==> src/rtl/float_div_seq_if.sv <==
`default_nettype none
// ============================================================================
//  Module   : float_div_seq_if
//  Purpose  : Operand/result handshake bundle for the sequential float divider.
//             The slave modport faces the divider core and the master modport
//             faces the block that issues operations and consumes results.
//  Revision : 1.0  initial release
// ============================================================================
interface float_div_seq_if #(
    parameter int EXP_W = 8,
    parameter int MAN_W = 23
);
    localparam int c_W = 1 + EXP_W + MAN_W;

    // Request side
    logic           in_valid;
    logic           in_ready;
    logic [c_W-1:0] v1;
    logic [c_W-1:0] v2;

    // Response side
    logic           out_valid;
    logic           out_ready;
    logic [c_W-1:0] vres;
    logic           flag_dz;
    logic           flag_inv;
    logic           flag_ovf;
    logic           flag_unf;
    logic           flag_inx;

    modport master (
        output in_valid, v1, v2, out_ready,
        input  in_ready, out_valid, vres,
               flag_dz, flag_inv, flag_ovf, flag_unf, flag_inx
    );

    modport slave (
        input  in_valid, v1, v2, out_ready,
        output in_ready, out_valid, vres,
               flag_dz, flag_inv, flag_ovf, flag_unf, flag_inx
    );
endinterface
`default_nettype wire

==> src/rtl/float_div_seq.sv <==
`default_nettype none
// ============================================================================
//  Module   : float_div_seq
//  Purpose  : Parametrised multi-cycle IEEE-754-style divider. Radix-2
//             restoring core (one quotient bit per cycle), round-to-nearest-
//             even, flush-to-zero of subnormal inputs, special-value handling
//             and exception flags. One operation in flight at a time.
//  Revision : 1.0  initial release
// ============================================================================
module float_div_seq #(
    parameter int EXP_W = 8,
    parameter int MAN_W = 23
) (
    input  wire            clk,
    input  wire            rst,
    float_div_seq_if.slave bus
);

    localparam int c_W     = 1 + EXP_W + MAN_W;
    localparam int c_CNT_W = $clog2(MAN_W + 3);

    // Last step index of the quotient loop (MAN_W+3 steps in total)
    localparam logic [c_CNT_W-1:0] c_CNT_LAST = c_CNT_W'(MAN_W + 2);
    localparam logic [c_CNT_W-1:0] c_CNT_ONE  = c_CNT_W'(1);

    // Exponent arithmetic is carried in EXP_W+2 bits, MSB = sign
    localparam logic [EXP_W+1:0] c_BIAS    = (EXP_W+2)'((1 << (EXP_W - 1)) - 1);
    localparam logic [EXP_W+1:0] c_EXP_MAX = (EXP_W+2)'((1 << EXP_W) - 1);
    localparam logic [EXP_W+1:0] c_E_ONE   = (EXP_W+2)'(1);

    localparam logic [EXP_W-1:0] c_EXP_ONES = {EXP_W{1'b1}};
    localparam logic [c_W-1:0]   c_QNAN     = {1'b0, {EXP_W{1'b1}}, 1'b1, {(MAN_W-1){1'b0}}};

    typedef enum logic [1:0] {
        S_IDLE   = 2'd0,
        S_DIVIDE = 2'd1,
        S_NORM   = 2'd2,
        S_DONE   = 2'd3
    } state_t;

    // ------------------------------------------------------------------
    // Registers
    // ------------------------------------------------------------------
    state_t              r_state;
    logic                r_in_ready;
    logic                r_out_valid;
    logic [c_W-1:0]      r_vres;
    logic                r_flag_dz;
    logic                r_flag_inv;
    logic                r_flag_ovf;
    logic                r_flag_unf;
    logic                r_flag_inx;

    logic                r_sign;
    logic [EXP_W+1:0]    r_exp;
    logic [MAN_W:0]      r_mb;     // divisor mantissa with hidden bit
    logic [MAN_W+1:0]    r_rem;    // partial remainder
    logic [MAN_W+2:0]    r_q;      // int bit, MAN_W fraction, norm bit, guard
    logic [c_CNT_W-1:0]  r_cnt;

    // ------------------------------------------------------------------
    // Operand field extraction
    // ------------------------------------------------------------------
    logic             w_s1, w_s2, w_sign;
    logic [EXP_W-1:0] w_e1, w_e2;
    logic [MAN_W-1:0] w_f1, w_f2;
    logic             w_zero1, w_zero2, w_inf1, w_inf2, w_nan1, w_nan2;

    assign w_s1   = bus.v1[c_W-1];
    assign w_s2   = bus.v2[c_W-1];
    assign w_e1   = bus.v1[c_W-2:MAN_W];
    assign w_e2   = bus.v2[c_W-2:MAN_W];
    assign w_f1   = bus.v1[MAN_W-1:0];
    assign w_f2   = bus.v2[MAN_W-1:0];
    assign w_sign = w_s1 ^ w_s2;

    // Subnormals (exponent field 0) are flushed to zero regardless of fraction
    assign w_zero1 = (w_e1 == '0);
    assign w_zero2 = (w_e2 == '0);
    assign w_inf1  = (w_e1 == c_EXP_ONES) && (w_f1 == '0);
    assign w_inf2  = (w_e2 == c_EXP_ONES) && (w_f2 == '0);
    assign w_nan1  = (w_e1 == c_EXP_ONES) && (w_f1 != '0);
    assign w_nan2  = (w_e2 == c_EXP_ONES) && (w_f2 != '0);

    // Biased quotient exponent before normalisation
    logic [EXP_W+1:0] w_exp_init;
    assign w_exp_init = {2'b00, w_e1} - {2'b00, w_e2} + c_BIAS;

    // ------------------------------------------------------------------
    // Special-case classification, highest priority first
    // ------------------------------------------------------------------
    logic           w_special;
    logic [c_W-1:0] w_spec_res;
    logic           w_spec_inv;
    logic           w_spec_dz;

    // Resolve special operand combinations into a final result and flags
    always_comb begin
        w_special  = 1'b1;
        w_spec_res = '0;
        w_spec_inv = 1'b0;
        w_spec_dz  = 1'b0;
        if (w_nan1 || w_nan2 || (w_zero1 && w_zero2) || (w_inf1 && w_inf2)) begin
            w_spec_res = c_QNAN;
            w_spec_inv = 1'b1;
        end else if (w_inf1) begin
            w_spec_res = {w_sign, c_EXP_ONES, {MAN_W{1'b0}}};
        end else if (w_zero2) begin
            // Dividend here is known to be finite and non-zero
            w_spec_res = {w_sign, c_EXP_ONES, {MAN_W{1'b0}}};
            w_spec_dz  = 1'b1;
        end else if (w_zero1 || w_inf2) begin
            w_spec_res = {w_sign, {(c_W-1){1'b0}}};
        end else begin
            w_special  = 1'b0;
        end
    end

    // ------------------------------------------------------------------
    // Restoring division step
    // ------------------------------------------------------------------
    logic             w_ge;
    logic [MAN_W:0]   w_sub;
    logic [MAN_W+1:0] w_rem_nxt;

    // The difference is only used when rem >= divisor, in which case it is
    // smaller than the divisor and fits in MAN_W+1 bits.
    assign w_ge      = (r_rem >= {1'b0, r_mb});
    assign w_sub     = r_rem[MAN_W:0] - r_mb;
    assign w_rem_nxt = w_ge ? {w_sub, 1'b0} : {r_rem[MAN_W:0], 1'b0};

    // ------------------------------------------------------------------
    // Normalise and round
    // ------------------------------------------------------------------
    logic [MAN_W:0]   w_man;
    logic             w_guard;
    logic             w_sticky;
    logic [EXP_W+1:0] w_e_n;
    logic [MAN_W+1:0] w_rnd;
    logic [MAN_W-1:0] w_frac_r;
    logic [EXP_W+1:0] w_e_r;
    logic             w_ovf;
    logic             w_unf;

    // Select mantissa/guard/sticky by quotient MSB, round to nearest even
    always_comb begin
        if (r_q[MAN_W+2]) begin
            w_man    = r_q[MAN_W+2:2];
            w_guard  = r_q[1];
            w_sticky = r_q[0] | (r_rem != '0);
            w_e_n    = r_exp;
        end else begin
            w_man    = r_q[MAN_W+1:1];
            w_guard  = r_q[0];
            w_sticky = (r_rem != '0);
            w_e_n    = r_exp - c_E_ONE;
        end

        w_rnd = {1'b0, w_man} + {{(MAN_W+1){1'b0}}, (w_guard & (w_sticky | w_man[0]))};

        // Carry out of the mantissa: value is exactly 2.0, fraction becomes 0
        if (w_rnd[MAN_W+1]) begin
            w_frac_r = w_rnd[MAN_W:1];
            w_e_r    = w_e_n + c_E_ONE;
        end else begin
            w_frac_r = w_rnd[MAN_W-1:0];
            w_e_r    = w_e_n;
        end

        w_ovf = !w_e_r[EXP_W+1] && (w_e_r >= c_EXP_MAX);
        w_unf =  w_e_r[EXP_W+1] || (w_e_r == '0);
    end

    // ------------------------------------------------------------------
    // Control FSM with registered outputs
    // ------------------------------------------------------------------
    // Sequence accept -> divide -> normalise -> present result -> handshake
    always_ff @(posedge clk) begin
        if (rst) begin
            r_state     <= S_IDLE;
            r_in_ready  <= 1'b1;
            r_out_valid <= 1'b0;
            r_vres      <= '0;
            r_flag_dz   <= 1'b0;
            r_flag_inv  <= 1'b0;
            r_flag_ovf  <= 1'b0;
            r_flag_unf  <= 1'b0;
            r_flag_inx  <= 1'b0;
            r_sign      <= 1'b0;
            r_exp       <= '0;
            r_mb        <= '0;
            r_rem       <= '0;
            r_q         <= '0;
            r_cnt       <= '0;
        end else begin
            case (r_state)
                S_IDLE: begin
                    if (bus.in_valid) begin
                        r_in_ready <= 1'b0;
                        r_flag_dz  <= 1'b0;
                        r_flag_inv <= 1'b0;
                        r_flag_ovf <= 1'b0;
                        r_flag_unf <= 1'b0;
                        r_flag_inx <= 1'b0;
                        r_sign     <= w_sign;
                        r_exp      <= w_exp_init;
                        r_mb       <= {1'b1, w_f2};
                        r_rem      <= {2'b01, w_f1};
                        r_q        <= '0;
                        r_cnt      <= '0;
                        if (w_special) begin
                            r_vres     <= w_spec_res;
                            r_flag_inv <= w_spec_inv;
                            r_flag_dz  <= w_spec_dz;
                            r_state    <= S_DONE;
                        end else begin
                            r_state    <= S_DIVIDE;
                        end
                    end
                end

                S_DIVIDE: begin
                    r_rem <= w_rem_nxt;
                    r_q   <= {r_q[MAN_W+1:0], w_ge};
                    if (r_cnt == c_CNT_LAST) begin
                        r_state <= S_NORM;
                    end else begin
                        r_cnt   <= r_cnt + c_CNT_ONE;
                    end
                end

                S_NORM: begin
                    r_state <= S_DONE;
                    if (w_ovf) begin
                        r_vres     <= {r_sign, c_EXP_ONES, {MAN_W{1'b0}}};
                        r_flag_ovf <= 1'b1;
                        r_flag_inx <= 1'b1;
                    end else if (w_unf) begin
                        r_vres     <= {r_sign, {(c_W-1){1'b0}}};
                        r_flag_unf <= 1'b1;
                        r_flag_inx <= 1'b1;
                    end else begin
                        r_vres     <= {r_sign, w_e_r[EXP_W-1:0], w_frac_r};
                        r_flag_inx <= w_guard | w_sticky;
                    end
                end

                S_DONE: begin
                    // First cycle raises out_valid; the result is then held
                    // until the consumer takes it.
                    if (!r_out_valid) begin
                        r_out_valid <= 1'b1;
                    end else if (bus.out_ready) begin
                        r_out_valid <= 1'b0;
                        r_in_ready  <= 1'b1;
                        r_state     <= S_IDLE;
                    end
                end

                default: begin
                    r_state <= S_IDLE;
                end
            endcase
        end
    end

    // ------------------------------------------------------------------
    // Output drive
    // ------------------------------------------------------------------
    assign bus.in_ready  = r_in_ready;
    assign bus.out_valid = r_out_valid;
    assign bus.vres      = r_vres;
    assign bus.flag_dz   = r_flag_dz;
    assign bus.flag_inv  = r_flag_inv;
    assign bus.flag_ovf  = r_flag_ovf;
    assign bus.flag_unf  = r_flag_unf;
    assign bus.flag_inx  = r_flag_inx;

endmodule
`default_nettype wire

==> src/flat_wrapper.sv <==
// flat-port wrapper written by rule: the top's interface ports become plain ports
module float_div_seq_flat 
#(
    parameter int EXP_W = 8,
    parameter int MAN_W = 23
)
  (clk, rst, bus_in_valid, bus_v1, bus_v2, bus_out_ready, bus_in_ready, bus_out_valid, bus_vres, bus_flag_dz, bus_flag_inv, bus_flag_ovf, bus_flag_unf, bus_flag_inx);
  float_div_seq_if #(.EXP_W(EXP_W), .MAN_W(MAN_W)) bus_i ();
  input  wire clk;
  input  wire rst;
  input wire logic [$bits(bus_i.in_valid)-1:0] bus_in_valid;
  input wire logic [$bits(bus_i.v1)-1:0] bus_v1;
  input wire logic [$bits(bus_i.v2)-1:0] bus_v2;
  input wire logic [$bits(bus_i.out_ready)-1:0] bus_out_ready;
  output wire logic [$bits(bus_i.in_ready)-1:0] bus_in_ready;
  output wire logic [$bits(bus_i.out_valid)-1:0] bus_out_valid;
  output wire logic [$bits(bus_i.vres)-1:0] bus_vres;
  output wire logic [$bits(bus_i.flag_dz)-1:0] bus_flag_dz;
  output wire logic [$bits(bus_i.flag_inv)-1:0] bus_flag_inv;
  output wire logic [$bits(bus_i.flag_ovf)-1:0] bus_flag_ovf;
  output wire logic [$bits(bus_i.flag_unf)-1:0] bus_flag_unf;
  output wire logic [$bits(bus_i.flag_inx)-1:0] bus_flag_inx;
  assign bus_i.in_valid = bus_in_valid;
  assign bus_i.v1 = bus_v1;
  assign bus_i.v2 = bus_v2;
  assign bus_i.out_ready = bus_out_ready;
  assign bus_in_ready = bus_i.in_ready;
  assign bus_out_valid = bus_i.out_valid;
  assign bus_vres = bus_i.vres;
  assign bus_flag_dz = bus_i.flag_dz;
  assign bus_flag_inv = bus_i.flag_inv;
  assign bus_flag_ovf = bus_i.flag_ovf;
  assign bus_flag_unf = bus_i.flag_unf;
  assign bus_flag_inx = bus_i.flag_inx;
  float_div_seq #(.EXP_W(EXP_W), .MAN_W(MAN_W)) u_core (.clk(clk), .rst(rst), .bus(bus_i));
endmodule
==> config.mk <==
export PLATFORM = sky130hd
export DESIGN_NAME = float_div_seq_flat
export DESIGN_NICKNAME = d
export VERILOG_FILES = /design/src/rtl/float_div_seq_if.sv /design/src/rtl/float_div_seq.sv /design/src/flat_wrapper.sv
export SDC_FILE = /design/constraint.sdc
export NUM_CORES = 1
export LEC_CHECK = 0
export CORE_MARGIN = 10
export CORE_UTILIZATION = 55
export CTS_BUF_LIST = sky130_fd_sc_hd__clkbuf_4 sky130_fd_sc_hd__clkbuf_8
export CTS_CLUSTER_SIZE = 30
export DETAILED_ROUTE_END_ITERATION = 10
export PLACE_DENSITY = 0.78
export SLEW_MARGIN = 30
export SYNTH_ARGS = -nofsm -noshare
export SYNTH_HDL_FRONTEND = slang
export SYNTH_SLANG_ARGS = --single-unit
==> constraint.sdc <==
create_clock -name clk -period 5.5 [get_ports clk]
set_input_delay 1.65 -clock clk [delete_from_list [all_inputs] [get_ports clk]]
set_output_delay 1.65 -clock clk [all_outputs]
set_load 0.005 [all_outputs]
==> images/clocks.png <==
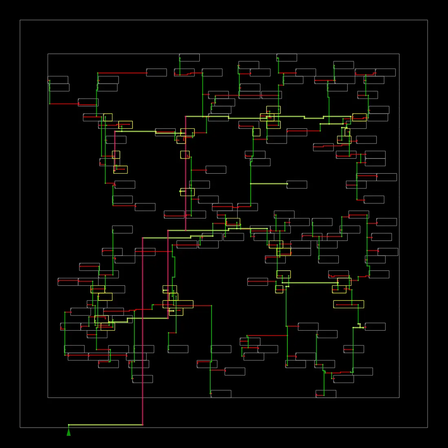
flip-flops: 132
CTS buffer count: 17
Clock net power: 0.857 mW

==> images/flops_by_reg.png <==
Scale: 2 px per um.
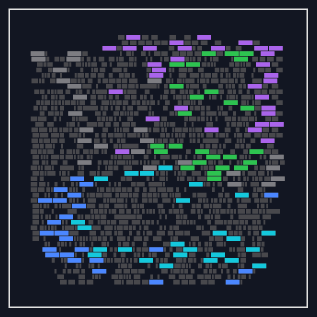
- cyan: u_core.r_rem (flops 25)
- purple: u_core.bus.vres (flops 32)
- blue: u_core.r_mb (flops 24)
- green: u_core.r_q (flops 26)

==> images/sizes.png <==
Scale: 3 px per um.
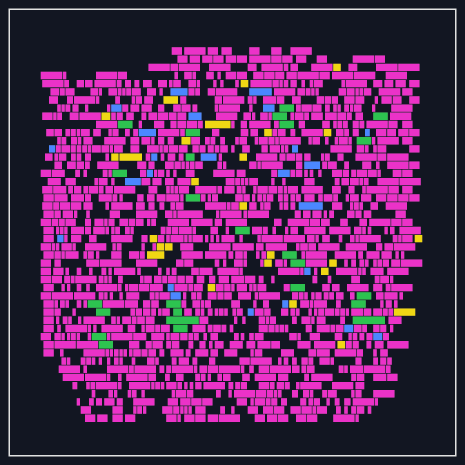
- yellow: _3 and _4 cells (cells 26; most used buf_4)
- green: _6 and larger (cells 25; most used clkbuf_8)
- magenta: _0 and _1 cells (cells 1179; most used nand2_1)
- blue: _2 cells (cells 24; most used or2_2)

==> images/metal_density.png <==
Scale: 2 px per um. The die is cut into 30 by 30 equal tiles; black is low, pale yellow is high, scaled to the fullest tile. Values are wire area over tile area, all layers added.
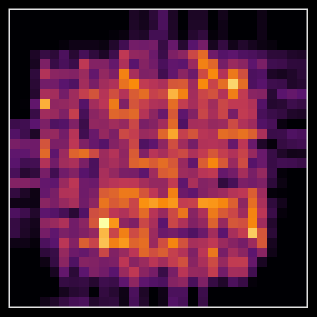
- fullest tile: 0.68
- densest ninth of the die: center
- tiles over half the peak: 19%
- mean over tiles: 0.19
- emptiest ninth of the die: upper left

==> images/layer_met3.png <==
Scale: 3 px per um.
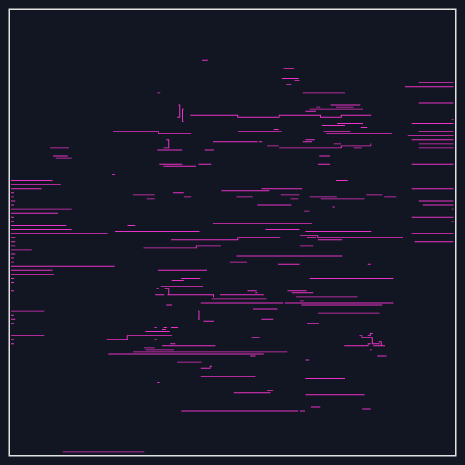
- longest straight run: 51.5 um
- nets with wire on the layer: 155
- main direction: horizontal

==> results.txt <==
fresh numbers from the pnr run: WHS 457 ps, 1st-iter DRT viols 812, Complex Gates by Area 26.2%, tool warnings 30, Core ar. 16000 um^2, global-route met3 utilization 5.10%, yosys stat area 9050 um^2, P_seq 1.31 mW, gp weighted congestion 0.967, clock period minus worst slack 4450 ps, Crit Path Category flop to flop, clock sink total 132, clk buf depth 2, FFs w/ async S/R, synth 0%, slew margin rel. 36.6%, metal2 WL 12100 um, met2 usage 38.0%, Final Util 66.5%, Combinational Power Share 59.6%, Simple-Gate Fraction of Synth Area 24.0%, Final Power 5.36 mW, initial antenna violation count 0, mean post-synth cell area 7.72 um^2, Static Leak 3.95 nW, xor and xnor area share after synthesis 5.94%, CP cell instances buf_4 > nand2_1 > a2111oi_2 > nand4_1 > nor4b_1 > xnor2_1 > and2_1 > nor4b_4 > buf_4 > a32o_1, final setup fails 0, global-route wire length before repair 42700 um, Most Frequent Cell on Critical Path buf_4, synth warn 0, Worst path top cell family by delay simple AND/OR/NAND/NOR gates, cell taking the most area after synthesis dfxtp_1, CP arrival 4840 ps, clk_skew 15.7 ps, M1 WL 12000 um, grt peak-use layer met2, post-CTS setup buffer count 0, Synth Seq Share 29.2%, I/O pin count 107, routed length on met3 1810 um, average wire per standard cell 17.9 um, status complete, no violations, post-route worst setup slack 1050 ps, vias in the first global route 8462, row count 46, Die Ht 148 um, Total GRT Usage 23.3%
## tightest hold or removal path, delay by kind of cell (launching register included)
family,cells,cell delay [ps]
and+or+nand+nor,1,50
AOI/OAI and AO/OA,1,50
DFF,1,310
## path summary, 6_finish.rpt
check | cells past startpoint | end | from
setup / recovery | 10 | u_core.bus.vres[13] | u_core.r_q[25]
hold / removal | 2 | u_core.r_mb[8] | u_core.r_mb[8]
setup reg to reg | 10 | u_core.bus.vres[13] | u_core.r_q[25]
hold reg to reg | 2 | u_core.r_mb[8] | u_core.r_mb[8]
## final cells by class
type                            instances  area [um^2]
Inverter                               63          236
Clock buffer                           21          289
Tap cell                              216          270
Clock inverter                         10          123
Sequential cell                       132         2640
Fill cell                            1418         5360
Multi-Input combinational cell        907         5910
Timing Repair Buffer                  121         1170
Power figures rest on the tool's default switching activity, not on a simulated workload.
